$ cat src/rtl/iir_ff_stage_if.sv
// Sample/coefficient/result bus between upstream, the feedforward stage and the feedback stage.
// master drives samples and coefficient writes; slave is the filter stage.
interface iir_ff_stage_if #(
  parameter int PRECISION  = 16,
  parameter int COEF_WIDTH = 16
);
  logic signed [PRECISION-1:0]  x;
  logic                         x_valid;
  logic                         x_ready;
  logic                         coef_we;
  logic [3:0]                   coef_addr;
  logic signed [COEF_WIDTH-1:0] coef_data;
  logic signed [PRECISION-1:0]  y;
  logic                         y_valid;

  modport master (
    output x, x_valid, coef_we, coef_addr, coef_data,
    input  x_ready, y, y_valid
  );

  modport slave (
    input  x, x_valid, coef_we, coef_addr, coef_data,
    output x_ready, y, y_valid
  );
endinterface

$ cat src/rtl/iir_ff_stage.sv
// Feedforward (zeros) section of the IIR filter: y = sum b[k]*x[n-k], one shared MAC per clock,
// rounded half-up and saturated back to sample width.
module iir_ff_stage #(
  parameter int PRECISION  = 16,
  parameter int COEF_WIDTH = 16,
  parameter int COEF_FRAC  = 14,
  parameter int TAPS       = 4
) (
  input  logic          clk,
  input  logic          rst_n,
  iir_ff_stage_if.slave bus
);
  localparam int PW   = PRECISION + COEF_WIDTH;
  localparam int ACCW = PW + 4;
  localparam int KW   = (TAPS > 1) ? $clog2(TAPS) : 1;
  localparam logic [KW-1:0] K_LAST = KW'(TAPS - 1);
  localparam logic signed [ACCW-1:0] HALF = ACCW'(2 ** (COEF_FRAC - 1));
  localparam logic signed [ACCW-1:0] YMAX = {{(ACCW-PRECISION+1){1'b0}}, {(PRECISION-1){1'b1}}};
  localparam logic signed [ACCW-1:0] YMIN = {{(ACCW-PRECISION+1){1'b1}}, {(PRECISION-1){1'b0}}};

  typedef enum logic [1:0] {IDLE, MAC, DONE} state_t;

  state_t                            state, state_nxt;
  logic [TAPS-1:0][PRECISION-1:0]    d;
  logic [TAPS-1:0][COEF_WIDTH-1:0]   b;
  logic [KW-1:0]                     k;
  logic signed [ACCW-1:0]            acc;
  logic signed [PW-1:0]              prod;
  logic signed [ACCW-1:0]            rnd, shf;
  logic signed [PRECISION-1:0]       sat;
  logic                              accept, coef_ok;

  assign bus.x_ready = (state == IDLE);
  assign accept      = bus.x_valid && (state == IDLE);
  // Writes land only between samples; same-edge write + accept is seen by that sample's MAC pass.
  assign coef_ok     = bus.coef_we && (state == IDLE) && ({1'b0, bus.coef_addr} < 5'(TAPS));

  assign prod = PW'($signed(d[k])) * PW'($signed(b[k]));
  assign rnd  = acc + HALF;
  assign shf  = rnd >>> COEF_FRAC;

  always_comb begin
    sat = shf[PRECISION-1:0];
    if (shf > YMAX)      sat = YMAX[PRECISION-1:0];
    else if (shf < YMIN) sat = YMIN[PRECISION-1:0];
  end

  always_comb begin
    state_nxt = state;
    case (state)
      IDLE:    if (accept) state_nxt = MAC;
      MAC:     if (k == K_LAST) state_nxt = DONE;
      DONE:    state_nxt = IDLE;
      default: state_nxt = IDLE;
    endcase
  end

  always_ff @(posedge clk) begin
    if (!rst_n) begin
      state       <= IDLE;
      d           <= '0;
      b           <= '0;
      acc         <= '0;
      k           <= '0;
      bus.y       <= '0;
      bus.y_valid <= 1'b0;
    end else begin
      state       <= state_nxt;
      bus.y_valid <= (state == DONE);
      if (coef_ok) b[bus.coef_addr[KW-1:0]] <= bus.coef_data;
      case (state)
        IDLE: if (accept) begin
          d[0] <= bus.x;
          for (int i = 1; i < TAPS; i++) d[i] <= d[i-1];
          acc <= '0;
          k   <= '0;
        end
        MAC: begin
          acc <= acc + {{4{prod[PW-1]}}, prod};
          k   <= k + KW'(1);
        end
        DONE:    bus.y <= sat;
        default: ;
      endcase
    end
  end
endmodule

$ cat src/flat_wrapper.sv
// flat-port wrapper written by rule: the top's interface ports become plain ports
module iir_ff_stage_flat 
#(
  parameter int PRECISION  = 16,
  parameter int COEF_WIDTH = 16,
  parameter int COEF_FRAC  = 14,
  parameter int TAPS       = 4
)
  (clk, rst_n, bus_x, bus_x_valid, bus_coef_we, bus_coef_addr, bus_coef_data, bus_x_ready, bus_y, bus_y_valid);
  iir_ff_stage_if #(.PRECISION(PRECISION), .COEF_WIDTH(COEF_WIDTH)) bus_i ();
  input  logic clk;
  input  logic rst_n;
  input wire logic [$bits(bus_i.x)-1:0] bus_x;
  input wire logic [$bits(bus_i.x_valid)-1:0] bus_x_valid;
  input wire logic [$bits(bus_i.coef_we)-1:0] bus_coef_we;
  input wire logic [$bits(bus_i.coef_addr)-1:0] bus_coef_addr;
  input wire logic [$bits(bus_i.coef_data)-1:0] bus_coef_data;
  output wire logic [$bits(bus_i.x_ready)-1:0] bus_x_ready;
  output wire logic [$bits(bus_i.y)-1:0] bus_y;
  output wire logic [$bits(bus_i.y_valid)-1:0] bus_y_valid;
  assign bus_i.x = bus_x;
  assign bus_i.x_valid = bus_x_valid;
  assign bus_i.coef_we = bus_coef_we;
  assign bus_i.coef_addr = bus_coef_addr;
  assign bus_i.coef_data = bus_coef_data;
  assign bus_x_ready = bus_i.x_ready;
  assign bus_y = bus_i.y;
  assign bus_y_valid = bus_i.y_valid;
  iir_ff_stage #(.PRECISION(PRECISION), .COEF_WIDTH(COEF_WIDTH), .COEF_FRAC(COEF_FRAC), .TAPS(TAPS)) u_core (.clk(clk), .rst_n(rst_n), .bus(bus_i));
endmodule
$ cat config.mk
export PLATFORM = sky130hd
export DESIGN_NAME = iir_ff_stage_flat
export DESIGN_NICKNAME = d
export VERILOG_FILES = /design/src/rtl/iir_ff_stage_if.sv /design/src/rtl/iir_ff_stage.sv /design/src/flat_wrapper.sv
export SDC_FILE = /design/constraint.sdc
export NUM_CORES = 1
export LEC_CHECK = 0
export ABC_CLOCK_PERIOD_IN_PS = 13160
export CORE_ASPECT_RATIO = 1.4
export CORE_MARGIN = 3
export CORE_UTILIZATION = 65
export CTS_BUF_LIST = sky130_fd_sc_hd__clkbuf_4 sky130_fd_sc_hd__clkbuf_8
export DETAILED_ROUTE_END_ITERATION = 10
export PLACE_DENSITY_LB_ADDON = 0.12
export SKIP_LAST_GASP = 1
export SLEW_MARGIN = 25
export SYNTH_ARGS = -nofsm -noshare
export SYNTH_HDL_FRONTEND = slang
export SYNTH_SLANG_ARGS = --single-unit
$ cat constraint.sdc
create_clock -name clk -period 13.16 [get_ports clk]
set_clock_uncertainty 0.1 [all_clocks]
set_input_delay 2.632 -clock clk [delete_from_list [all_inputs] [get_ports clk]]
set_output_delay 2.632 -clock clk [all_outputs]
set_load 0.02 [all_outputs]
Figure 1. M4 wires (run 1).
Scale bar: 50 um.
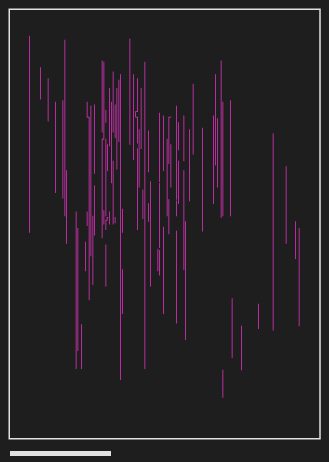
nets with wire on the layer: 61
longest straight run: 152 um
main direction: vertical
total via count after detailed routing: 15668
routed wire length: 49310 um

Figure 2. Routed clock nets over the placement (run 1).
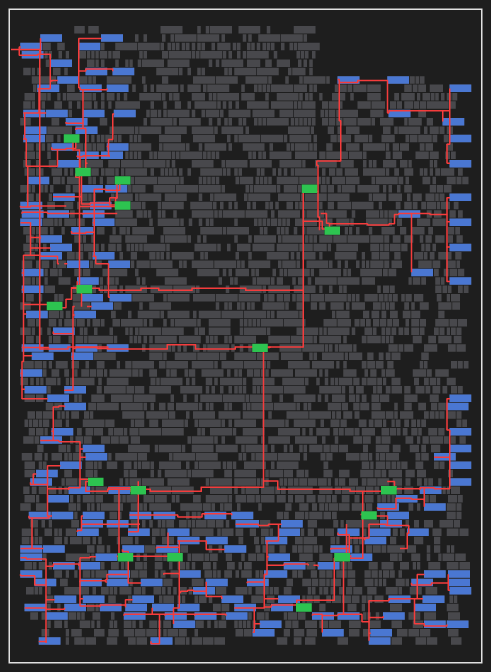
[green] cells driving clock nets | count: 17
[blue] flip-flops | count: 185
[red] clock wires | length: 2400 um
flops lie: widely spread
clock network power: 0.411 mW
worst skew pair latency: 0.53 ns

Figure 3. Cell sizes after repair (run 1).
Scale bar: 50 um.
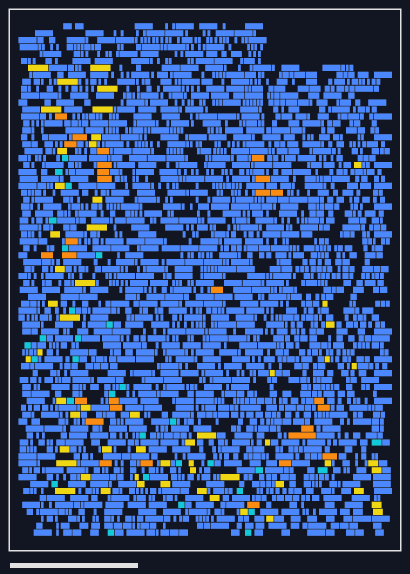
[orange] drive 6 and up | cells: 28 | share: 1.2% | most used: clkbuf_8
[cyan] drive 3 to 4 | cells: 30 | share: 1.3% | most used: buf_4
[blue] drive 1 or less | cells: 2217 | share: 95% | most used: nand2_1
[yellow] drive 2 | cells: 57 | share: 2.4% | most used: mux2_2
post-route standard cell area excluding fillers: 20930 um^2
total of plain and repair buffers excluding clock buffers: 81
Final WS setup: 2.396 ns
Area Growth Syn to Fin: 6.506%

==> metrics.sh, run 1 <==
FRACTION_OF_THE_MAPPED_NETLIST_AREA_IN_COMPOUND_GATES_PCT=13.43
FINAL.CLKBUF_COUNT=17
MIN_DELAY_PATH_DEPTH=2
ROUTABILITYCONGESTION=0.9624
PLACEDCELLCOUNT=2680
SYNTH_TOP_AREA_SHARE_PCT=26.79
RRSETUPSLACK_NS=2.40
DIE_SPAN_IN_Y_UM=211.8
TIMING.FINAL.SETUP_VIOLATIONS=0
FIN_WORST_HOLD_SLACK_NS=0.3657
NMULTIINPUTCOMBCELLS=1682
WP_DATA_REQUIRED_NS=13.52
MAXCAPVIOLCOUNT=0
P_LEAK_nW=9.356
R2R_CELLS=33
NETLIST_LOGIC_FAMILY_TOP='adder cells'
GRT_USE_TOTAL_PCT=31.07
SIMPLE_GATE_AREA_SHARE_PCT=16.99
CTS_INSERTED_BUFFERS=17
SYN_AREA_PER_CELL_UM2=8.447
SYNTH.YOSYS.CHIP_AREA_UM2=19660
IO_PINS=58
HOLD_PATH.CLASS='reg -> reg'
TIMING.CRITICAL_PATH.ARRIVAL_NS=11.12
POST_CTS_RESIZED=0
YS_WARN_COUNT=0
LARGEST_NET_DEGREE_AT_THE_START_OF_GLOBAL_ROUTING=91
GRT_PASS1_VIAS=16181
STD_CELL_ROWS=74
SEQAREAFRACTION_PCT=17.70
LAYOUT.NETS=2741
COMMON_CELLS='sky130_fd_sc_hd__nand2_1 (442), sky130_fd_sc_hd__inv_1 (352), sky130_fd_sc_hd__fa_1 (263)'
YOSYS-TOP-CELLS-AREA='sky130_fd_sc_hd__fa_1 (27%), sky130_fd_sc_hd__dfxtp_1 (19%), sky130_fd_sc_hd__nand2_1 (8.4%)'
AREA_DOMINANT_CLASS='logic gates'
DRTPASS1ITERATIONS=5
IRDROPWORSTVDD_V=0.00008436
SYNTH-MAIN-FF-CELL='sky130_fd_sc_hd__dfxtp_1'
YOSYS.AREA.TOP_TYPE='sky130_fd_sc_hd__fa_1'
CTS.CLK_SLEW.WORST_PATHS_NS=0.11
POWER_REPORT.INTERNAL_TOTAL_mW=0.8341
CTS.SINK_COUNT=185
WELL_TAP_COUNT=380
CRITICALPATHCATEGORY='reg -> reg'
CLKPWRFRAC_PCT=32.4
POST_CTS_HOLD_BUFFER_COUNT=0
MAX-SLEW-MARGIN-REL_PCT=29.26
FINALWORSTPATHREQUIREDPERIOD_NS=10.76
NETSWITCHINGPOWER_mW=0.4347
FINAL_MAX_SLEW_VIOL_COUNT=0
AREA_OF_THE_MAPPED_NETLIST_UM2=19660
WORST-SLEW-PIN-TRANSITION_NS=1.054
SEQ_CELL_COUNT=185
SYNTH.NET_COUNT=2749
TOTALNEGATIVESETUPSLACK_NS=0
ANTENNA_CELLS_INSERTED=0
DRTITER0DRC=885
PATH_MAX_FANOUT=32
WARNINGS=26
COMBINATIONAL_SHARE_OF_POWER_PCT=21.5
POWER.COMBINATIONAL.TOTAL_mW=0.273
PERIOD_USED_PCT=81.79
HOLD_END='u_core.b[50]'
POST-PLACE-WS_NS=2.340
NONCLOCKINVERTERCOUNT=352
GRT_PASS1_WL_UM=80360
MOSTFREQUENTLAYOUTCELLS='sky130_fd_sc_hd__nand2_1 (441), sky130_fd_sc_hd__inv_1 (352), sky130_fd_sc_hd__fa_1 (263), sky130_fd_sc_hd__dfxtp_1 (183)'
ANTENNA_FOUND_INITIAL=0
AREA.COMBINATIONAL_UM2=14230
POWERDENSITY_nW_PER_UM2=60.61
DPL.HPWL_UM=37870
CLOCK_BUFFER_AND_INVERTER_AREA_FRACTION_AFTER_LAYOUT_PCT=2.104
CRITPATHSLOWESTCELL='sky130_fd_sc_hd__dfxtp_2'
POWER_FRAC_SEQ_PCT=46.1
YOSYSUNIQUECELLTYPES=61
VIAS_PER_CELL=5.777
SYNTH_CELLS=2327
DETAILED_PLACE.AREA_UM2=20490
POST_SYNTH_MUX_AREA_SHARE_PCT=3.584
COMB-CELL-SHARE_PCT=67.98
SYNTH.YOSYS.SEQ_AREA_SHARE_PCT=18.84
SYNTHESIZED_AREA_FRACTION_OCCUPIED_BY_XOR_AND_XNOR_CELLS_PCT=3.947
YS_FF=185
CLOCK_PATH_BUFFERS=2
POWER_TOP_CONSUMER='sequential cells'
DRT-WIRELENGTH-PER-CELL_UM=18.18
HOLD_VIOLATIONS=0
NUMBER_OF_NETS_WITH_ANTENNA_VIOLATIONS_AFTER_ROUTING=0
ENDPOINT='u_core.acc[35]'
FP_UTIL_PCT=66.55
CRIT_CELLS=33
GR-TOTAL-OVERFLOW=0
SYNTH_DOMINANT_CELL_COUNT='sky130_fd_sc_hd__nand2_1'
R2R_END='u_core.acc[35]'
CRIT_TOP_CELL='sky130_fd_sc_hd__fa_1'
N_FILL_CELL=2405
FINAL-SEQ-AREA_UM2=3706
PORT_BUFFERS=57
STATUS='complete, no violations'
ADDER_AND_MAJORITY_CELL_FRACTION_OF_THE_SYNTHESIZED_AREA_PCT=34.36
TOTAL_POWER_mW=1.269
CTS_ROOT_BUFFER='sky130_fd_sc_hd__clkbuf_8'
FP.DIEAREA_UM2=32390
TIMING.HOLD.WORST.START='u_core.b[50]'
DRIVE_ABOVE_1_SHARE_PCT=4.931
WORST_SETUP_PATH_START_KIND='flip-flop'
CRITICAL_PATH.MAX_STAGE_DELAY_NS=0.92
LAYOUT_TOP_CELL='sky130_fd_sc_hd__nand2_1'
LAYOUT.CELLS.NON_FILLER=2712
FLOORPLAN.DIE.WIDTH_UM=153.0
CTSHTREEMAXLEVEL=4
YS_ASYNC_SR_FRACTION_PCT=0
REMAINING_DRC_ERRORS=0
CRITICAL_PATH.ENDPOINT_TYPE='flip-flop'
FINAL_UTIL_PCT=70.88
CRITICAL_PATH_BUF_INV_COUNT=3
STARTPOINT='u_core.k[0]'
YOSYS_CELLS=2327
CP_TOP_FAMILY='adder cells'
TRITONCTS='done'
CRIT-REG2REG-LAUNCH='u_core.k[0]'
ENABLE_FLOP_CELLS=0
SWSHARE_PCT=34.26
SIGNAL_BUFFER_AREA_FRACTION_PCT=3.634
ACHIEVABLE-FREQUENCY_MHz=92.91
PWR.GROUP.SEQUENTIAL_mW=0.585
RSZ0062_AT_GRT='false'
CORE_UM2=29540
POST_CTS_SETUP_BUFFERS=0
-- run 1: registers in the layout, indices dropped and copies added, names as in the netlist --
signal	cells
u_core.b	64
u_core.d	64
u_core.acc	36
u_core.bus.y	16
u_core.k	2
u_core.state	2
u_core.bus.y_valid	1
-- run 1: metal layers --
| layer | GRT usage (%) | share of wire, % | wire length, um | vias up |
|---|---|---|---|---|
| li1 | - | - | - | 7331 |
| met1 | 35.06 | 37 | 18150 | 7590 |
| met2 | 54.62 | 51 | 24910 | 554 |
| met3 | 6.217 | 6.3 | 3124 | 193 |
| met4 | 18.32 | 6.3 | 3131 | 0 |
| met5 | 0 | 0 | 0 | - |
-- run 1: cell families after synthesis --
kind of cell / count (synthesis)
flops: 185
compound gates: 388
fa+ha+maj: 382
buf+inv: 460
mux: 54
xor+xnor: 87
simple gates: 771
Figure 4. The clock network (run 1).
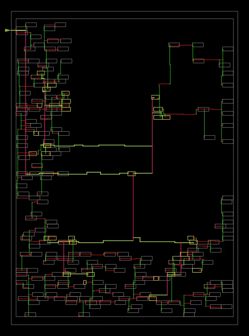

## Run 2: what changed since run 1
Settings changed: ABC_CLOCK_PERIOD_IN_PS 13160 to 10200.
Clock period 13.16 ns to 10.2 ns, I/O delays scaled along.
Figure 5. The clock network (run 2).
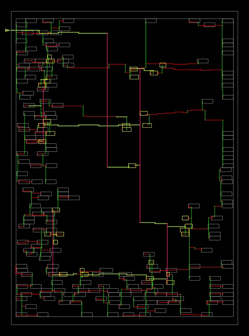
final-layout clock buffer total: 17
TritonCTS buffer count: 17
clock network power: 0.521 mW
CTS Sinks: 185
number of sequential cells in the layout: 185

==> run 2 against run 1 <==
  * Sequential cell count did not move
  * Combinational power rose by 36%
  * Critical path depth fell by 1
  * Clock power rose by 27%
  * Critical path type unchanged
  * Largest cell class unchanged
  * Highest routed layer unchanged
==> metrics.sh, run 2 <==
WORST-SLEW-PIN-TRANSITION_NS=0.8527  # -0.2013 ns
ENABLE_FLOP_CELLS=0  # unchanged
DETAILED_PLACE.AREA_UM2=20740  # +1.3%
FINAL-SEQ-AREA_UM2=3711  # +0.14%
R2R_END='u_core.acc[34]'
YS_WARN_COUNT=0  # unchanged
DRT-WIRELENGTH-PER-CELL_UM=18.70  # +2.8%
PWR.GROUP.SEQUENTIAL_mW=0.753  # +29%
ADDER_AND_MAJORITY_CELL_FRACTION_OF_THE_SYNTHESIZED_AREA_PCT=34.36  # unchanged
NONCLOCKINVERTERCOUNT=352  # unchanged
VIAS_PER_CELL=5.729  # -0.84%
FIN_WS_NS=0.5102  # -1.886 ns
CRITPATHSLOWESTCELL='sky130_fd_sc_hd__o21ai_1'
MIN_DELAY_PATH_DEPTH=2  # unchanged
MOSTFREQUENTLAYOUTCELLS='sky130_fd_sc_hd__nand2_1 (441), sky130_fd_sc_hd__inv_1 (351), sky130_fd_sc_hd__fa_1 (262), sky130_fd_sc_hd__dfxtp_1 (183)'
LAYOUT_TOP_REGISTERS='u_core.b: 64 flops, u_core.d: 64 flops, u_core.acc: 36 flops'
SYNTH.NET_COUNT=2749  # unchanged
TOPROUTINGLAYERUSED='met4'
ANTENNA_CELLS_INSERTED=0  # unchanged
LAYOUT.NETS=2777  # +1.3%
CRIT_TOP_CELL='sky130_fd_sc_hd__fa_1'
SYNTH.YOSYS.SEQ_AREA_SHARE_PCT=18.84  # unchanged
REMAINING_DRC_ERRORS=0  # unchanged
CTS_ROOT_BUFFER='sky130_fd_sc_hd__clkbuf_8'
RSZ0062_AT_GRT='false'
STD_CELL_ROWS=74  # unchanged
LAYOUT_TOP_CELL='sky130_fd_sc_hd__nand2_1'
CORE_UM2=29540  # unchanged
ROUTABILITYCONGESTION=0.9839  # +2.2%
AREA.COMBINATIONAL_UM2=14260  # +0.23%
TIMING.HOLD.WORST.START='u_core.b[4]'
YOSYS-TOP-CELLS-AREA='sky130_fd_sc_hd__fa_1 (27%), sky130_fd_sc_hd__dfxtp_1 (19%), sky130_fd_sc_hd__nand2_1 (8.4%)'
LARGEST_NET_DEGREE_AT_THE_START_OF_GLOBAL_ROUTING=107  # +18%
GR-TOTAL-OVERFLOW=0  # unchanged
CLOCK_BUFFER_AND_INVERTER_AREA_FRACTION_AFTER_LAYOUT_PCT=1.920  # -0.18 points
HOLD_END='u_core.b[4]'
NETSWITCHINGPOWER_mW=0.5788  # +33%
POWER_TOP_CONSUMER='sequential cells'
WELL_TAP_COUNT=380  # unchanged
SYNTH_CELLS=2327  # unchanged
FLOORPLAN.DIE.WIDTH_UM=153.0  # unchanged
GRT_PASS1_VIAS=16380  # +1.2%
ANTENNA_FOUND_INITIAL=0  # unchanged
HOLD_PATH.CLASS='reg -> reg'
FRACTION_OF_THE_MAPPED_NETLIST_AREA_IN_COMPOUND_GATES_PCT=13.43  # unchanged
DPL.HPWL_UM=40950  # +8.1%
RRSETUPSLACK_NS=0.51  # -1.89 ns
CTSHTREEMAXLEVEL=4  # unchanged
TIMING.FINAL.SETUP_VIOLATIONS=0  # unchanged
TOTALNEGATIVESETUPSLACK_NS=0  # unchanged
PATH_MAX_FANOUT=19  # -41%
COMB-CELL-SHARE_PCT=67.13  # -0.85 points
TOTALWIRELENGTH_UM=51380  # +4.2%
FINAL_MAX_SLEW_VIOL_COUNT=0  # unchanged
AREA_DOMINANT_CLASS='logic gates'
POWER_FRAC_SEQ_PCT=45.8  # -0.3 points
WORST_SETUP_PATH_START_KIND='flip-flop'
POWER.COMBINATIONAL.TOTAL_mW=0.370  # +36%
M1WIRELENGTH_UM=19750  # +8.9%
YS_FF=185  # unchanged
WARNINGS=28  # +7.7%
SYNTH_TOP_AREA_SHARE_PCT=26.79  # unchanged
SEQAREAFRACTION_PCT=17.47  # -0.24 points
DRTPASS1ITERATIONS=5  # unchanged
DIE_SPAN_IN_Y_UM=211.8  # unchanged
P_LEAK_nW=9.540  # +2.0%
YS_ASYNC_SR_FRACTION_PCT=0  # unchanged
NUMBER_OF_NETS_WITH_ANTENNA_VIOLATIONS_AFTER_ROUTING=0  # unchanged
NETLIST_LOGIC_FAMILY_TOP='adder cells'
FP.DIEAREA_UM2=32390  # unchanged
FIN_WORST_HOLD_SLACK_NS=0.3708  # +0.005170 ns
SIGNAL_BUFFERS=117  # +44%
TRITONCTS='done'
SYN_AREA_PER_CELL_UM2=8.447  # unchanged
WP_DATA_REQUIRED_NS=10.51  # -3.01 ns
DRIVE_ABOVE_1_SHARE_PCT=6.757  # +1.8 points
IRDROPWORSTVDD_V=0.00009503  # +13%
POST_SYNTH_MUX_AREA_SHARE_PCT=3.584  # unchanged
CRITICALPATHCATEGORY='reg -> reg'
COMBINATIONAL_SHARE_OF_POWER_PCT=22.5  # +1.0 points
FINAL_UTIL_PCT=71.94  # +1.1 points
HOLD_VIOLATIONS=0  # unchanged
CRIT-REG2REG-LAUNCH='u_core.k[0]'
WORST_SKEW_PAIR.LATE_LATENCY_NS=0.53  # about the same
SIMPLE_GATE_AREA_SHARE_PCT=16.99  # unchanged
NMULTIINPUTCOMBCELLS=1682  # unchanged
PORT_BUFFERS=57  # unchanged
POST-PLACE-WS_NS=0.1634  # -2.177 ns
MET3_WIRELENGTH_UM=2373  # -24%
TOTAL_POWER_mW=1.644  # +30%
YOSYSUNIQUECELLTYPES=61  # unchanged
NUM_VIAS=15742  # +0.47%
SYNTH_DOMINANT_CELL_COUNT='sky130_fd_sc_hd__nand2_1'
AREA_OF_THE_MAPPED_NETLIST_UM2=19660  # unchanged
CRITICAL_PATH_BUF_INV_COUNT=3  # unchanged
YOSYS.AREA.TOP_TYPE='sky130_fd_sc_hd__fa_1'
MAX-SLEW-MARGIN-REL_PCT=43.15  # +14 points
FINALWORSTPATHREQUIREDPERIOD_NS=9.690  # -1.074 ns
GRT_PASS1_WL_UM=83320  # +3.7%
GRT_BUSIEST_LAYER='met2'
PERIOD_USED_PCT=95.00  # +13 points
CLKPWRFRAC_PCT=31.7  # -0.7 points
SYNTHESIZED_AREA_FRACTION_OCCUPIED_BY_XOR_AND_XNOR_CELLS_PCT=3.947  # unchanged
N_FILL_CELL=2418  # +0.54%
DRTITER0DRC=857  # -3.2%
STATUS='complete, no violations'
Figure 6. Cell sizes after repair (run 2).
Scale bar: 50 um.
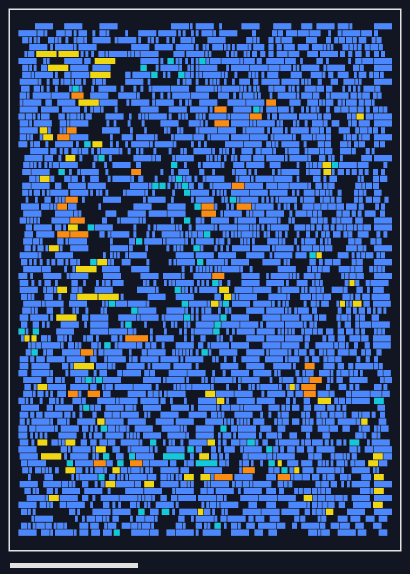
[cyan] drive 3 to 4 | cells: 67 | share: 2.8% | most used: buf_4
[yellow] drive 2 | cells: 62 | share: 2.6% | most used: mux2_2
[blue] drive 1 or less | cells: 2208 | share: 93% | most used: nand2_1
[orange] drive 6 and up | cells: 31 | share: 1.3% | most used: clkbuf_8
post-route standard cell area excluding fillers: 21250 um^2
Area Growth Syn to Fin: 8.097%

==> run 2: cell counts after synthesis <==
No cell type changed its count.
==> run 2: how the worst max path moves through the flow <==
stage                      from        endpoint  slack [ns]  cells after the start
global placement    u_core.k[1]  u_core.acc[35]        0.29                     33
floorplan           u_core.k[0]  u_core.acc[35]        0.18                     43
CTS                 u_core.k[1]  u_core.acc[35]        0.13                     33
global route        u_core.k[0]  u_core.acc[35]        0.05                     38
finish              u_core.k[0]  u_core.acc[34]        0.51                     32
detailed placement  u_core.k[1]  u_core.acc[35]        0.16                     33
==> run 2: timing repair <==
item | in CTS | in global routing
setup endpoints to repair | 0 | 4
hold endpoints to repair | 0 | 0
setup buffers | 0 | 2
gates resized | 0 | 15
Figure 7. Routed clock nets over the placement (run 2).
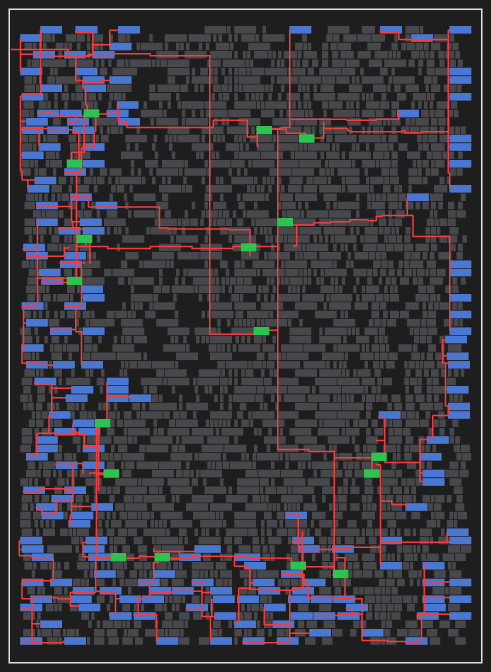

## Run 3: what changed since run 2
Settings changed: SLEW_MARGIN 25 to 20.
Figure 8. Routed clock nets over the placement (run 3).
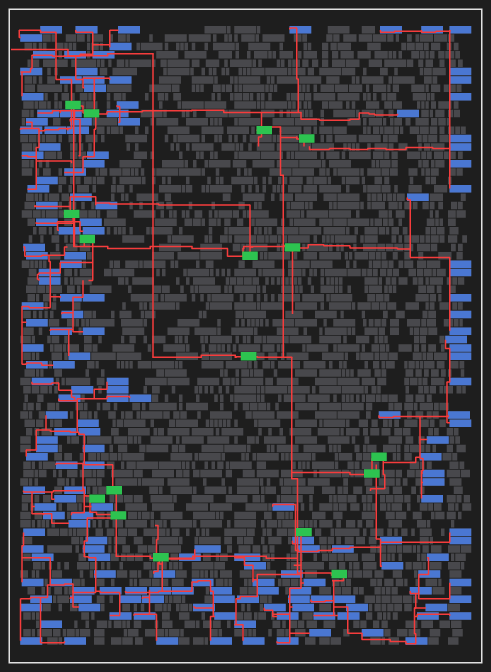
[blue] flip-flops | count: 185
[red] clock wires | length: 2660 um
[green] cells driving clock nets | count: 17
flops lie: widely spread
Clk pwr share: 32.7%
clock network power: 0.546 mW
worst skew pair latency: 0.52 ns

==> run 3 against run 2 <==
  * Synthesized cell count stayed put
  * Final cell count about the same
  * Clock power up 4.8%
  * Core utilization is essentially flat
  * Worst hold slack about the same
  * Critical path type unchanged
  * Largest power group unchanged
  * Highest routed layer unchanged
==> metrics.sh, run 3 <==
STATUS='complete, no violations'
NETSWITCHINGPOWER_mW=0.5787  # about the same
NUM_VIAS=15739  # -0.019%
YOSYSUNIQUECELLTYPES=61  # unchanged
DETAILED_PLACE.AREA_UM2=20740  # about the same
FINALWORSTPATHREQUIREDPERIOD_NS=9.681  # -0.008540 ns
GRT_PASS1_WL_UM=83840  # +0.61%
WP_DATA_REQUIRED_NS=10.49  # -0.02 ns
STD_CELL_ROWS=74  # unchanged
LARGEST_NET_DEGREE_AT_THE_START_OF_GLOBAL_ROUTING=107  # unchanged
POST_CTS_RESIZED=0  # unchanged
DRIVE_ABOVE_1_SHARE_PCT=6.627  # -0.13 points
TRITONCTS='done'
DPL.HPWL_UM=40930  # about the same
LAYOUT_TOP_CELL='sky130_fd_sc_hd__nand2_1'
GRT_PASS1_VIAS=16254  # -0.77%
HOLD_END='u_core.b[4]'
TOTAL_POWER_mW=1.668  # +1.5%
CLOCK_BUFFER_AND_INVERTER_AREA_FRACTION_AFTER_LAYOUT_PCT=2.019  # +0.099 points
N_FILL_CELL=2362  # -2.3%
ANTENNA_CELLS_INSERTED=0  # unchanged
AREA_OF_THE_MAPPED_NETLIST_UM2=19660  # unchanged
TIMING.FINAL.SETUP_VIOLATIONS=0  # unchanged
RSZ0062_AT_GRT='false'
SYNTH_DOMINANT_CELL_COUNT='sky130_fd_sc_hd__nand2_1'
FIN_WS_NS=0.5188  # +0.008540 ns
COMB-CELL-SHARE_PCT=67.03  # -0.10 points
SYNTH_TOP_AREA_SHARE_PCT=26.79  # unchanged
SYNTH.YOSYS.SEQ_AREA_SHARE_PCT=18.84  # unchanged
TOTALWIRELENGTH_UM=51550  # +0.34%
HOLD_PATH.CLASS='reg -> reg'
REMAINING_DRC_ERRORS=0  # unchanged
DRTITER0DRC=912  # +6.4%
VIAS_PER_CELL=5.725  # about the same
NETLIST_LOGIC_FAMILY_TOP='adder cells'
POST_SYNTH_MUX_AREA_SHARE_PCT=3.584  # unchanged
STARTPOINT='u_core.k[0]'
FINAL.CLKBUF_COUNT=17  # unchanged
SEQ_CELL_COUNT=185  # unchanged
POST_CTS_SETUP_BUFFERS=0  # unchanged
ROUTABILITYCONGESTION=0.9839  # unchanged
WELL_TAP_COUNT=380  # unchanged
CTS_ROOT_BUFFER='sky130_fd_sc_hd__clkbuf_8'
FLOORPLAN.DIE.WIDTH_UM=153.0  # unchanged
ANTENNA_FOUND_INITIAL=0  # unchanged
COMBINATIONAL_SHARE_OF_POWER_PCT=22.1  # -0.4 points
FINAL-SEQ-AREA_UM2=3711  # unchanged
SIMPLE_GATE_AREA_SHARE_PCT=16.99  # unchanged
MAX-SLEW-MARGIN-REL_PCT=20.92  # -22 points
WARNINGS=28  # unchanged
ENDPOINT='u_core.acc[34]'
YS_WARN_COUNT=0  # unchanged
PERIOD_USED_PCT=94.91  # about the same
GR-TOTAL-OVERFLOW=0  # unchanged
IRDROPWORSTVDD_V=0.00009620  # +1.2%
YOSYS.AREA.TOP_TYPE='sky130_fd_sc_hd__fa_1'
YS_FF=185  # unchanged
CRITPATHSLOWESTCELL='sky130_fd_sc_hd__fa_1'
TOTALNEGATIVESETUPSLACK_NS=0  # unchanged
FIN_WORST_HOLD_SLACK_NS=0.3706  # -0.0002280 ns
CRIT-REG2REG-LAUNCH='u_core.k[0]'
SYNTH_CELLS=2327  # unchanged
SYNTHESIZED_AREA_FRACTION_OCCUPIED_BY_XOR_AND_XNOR_CELLS_PCT=3.947  # unchanged
CRITICALPATHCATEGORY='reg -> reg'
DRTPASS1ITERATIONS=5  # unchanged
POST-PLACE-WS_NS=0.1602  # -0.003193 ns
ADDER_AND_MAJORITY_CELL_FRACTION_OF_THE_SYNTHESIZED_AREA_PCT=34.36  # unchanged
POWER.COMBINATIONAL.TOTAL_mW=0.369  # about the same
RRSETUPSLACK_NS=0.52  # about the same
CTS.SINK_COUNT=185  # unchanged
NMULTIINPUTCOMBCELLS=1682  # unchanged
SYNTH.NET_COUNT=2749  # unchanged
YOSYS-TOP-CELLS-AREA='sky130_fd_sc_hd__fa_1 (27%), sky130_fd_sc_hd__dfxtp_1 (19%), sky130_fd_sc_hd__nand2_1 (8.4%)'
SIGNAL_BUFFERS=118  # +0.85%
Figure 9. The clock network (run 3).
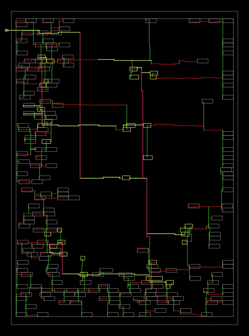

==> run 3: cells by family (layout without fill, tap and decap cells) <==
family	count (synthesis)	count (layout)
AND/OR/NAND/NOR	771	771
buffers and inverters	460	502
AND-OR/OR-AND	388	388
adder cells (fa/ha/maj)	382	382
flip-flops	185	185
XOR/XNOR	87	87
multiplexers	54	54
==> run 3: worst max-delay path: cells and delay by family, from the launching register on <==
family	cells	cell delay (ns)
AOI/OAI and AO/OA	12	2.49
xor gates and xnor gates	2	0.32
adders and majority gates	8	3.85
buffers and inverters	5	0.43
DFF	1	0.43
muxes	1	0.37
and+or+nand+nor	7	1.53
==> run 3: layer usage <==
metal,up-vias,share of wire [%],GRT usage (%)
met5,-,0,0
met4,0,6.3,17.18
met3,170,5.3,4.969
met2,501,51,58.75
met1,7659,38,37.92
li1,7409,-,-
Power figures rest on the tool's default switching activity, not on a simulated workload.
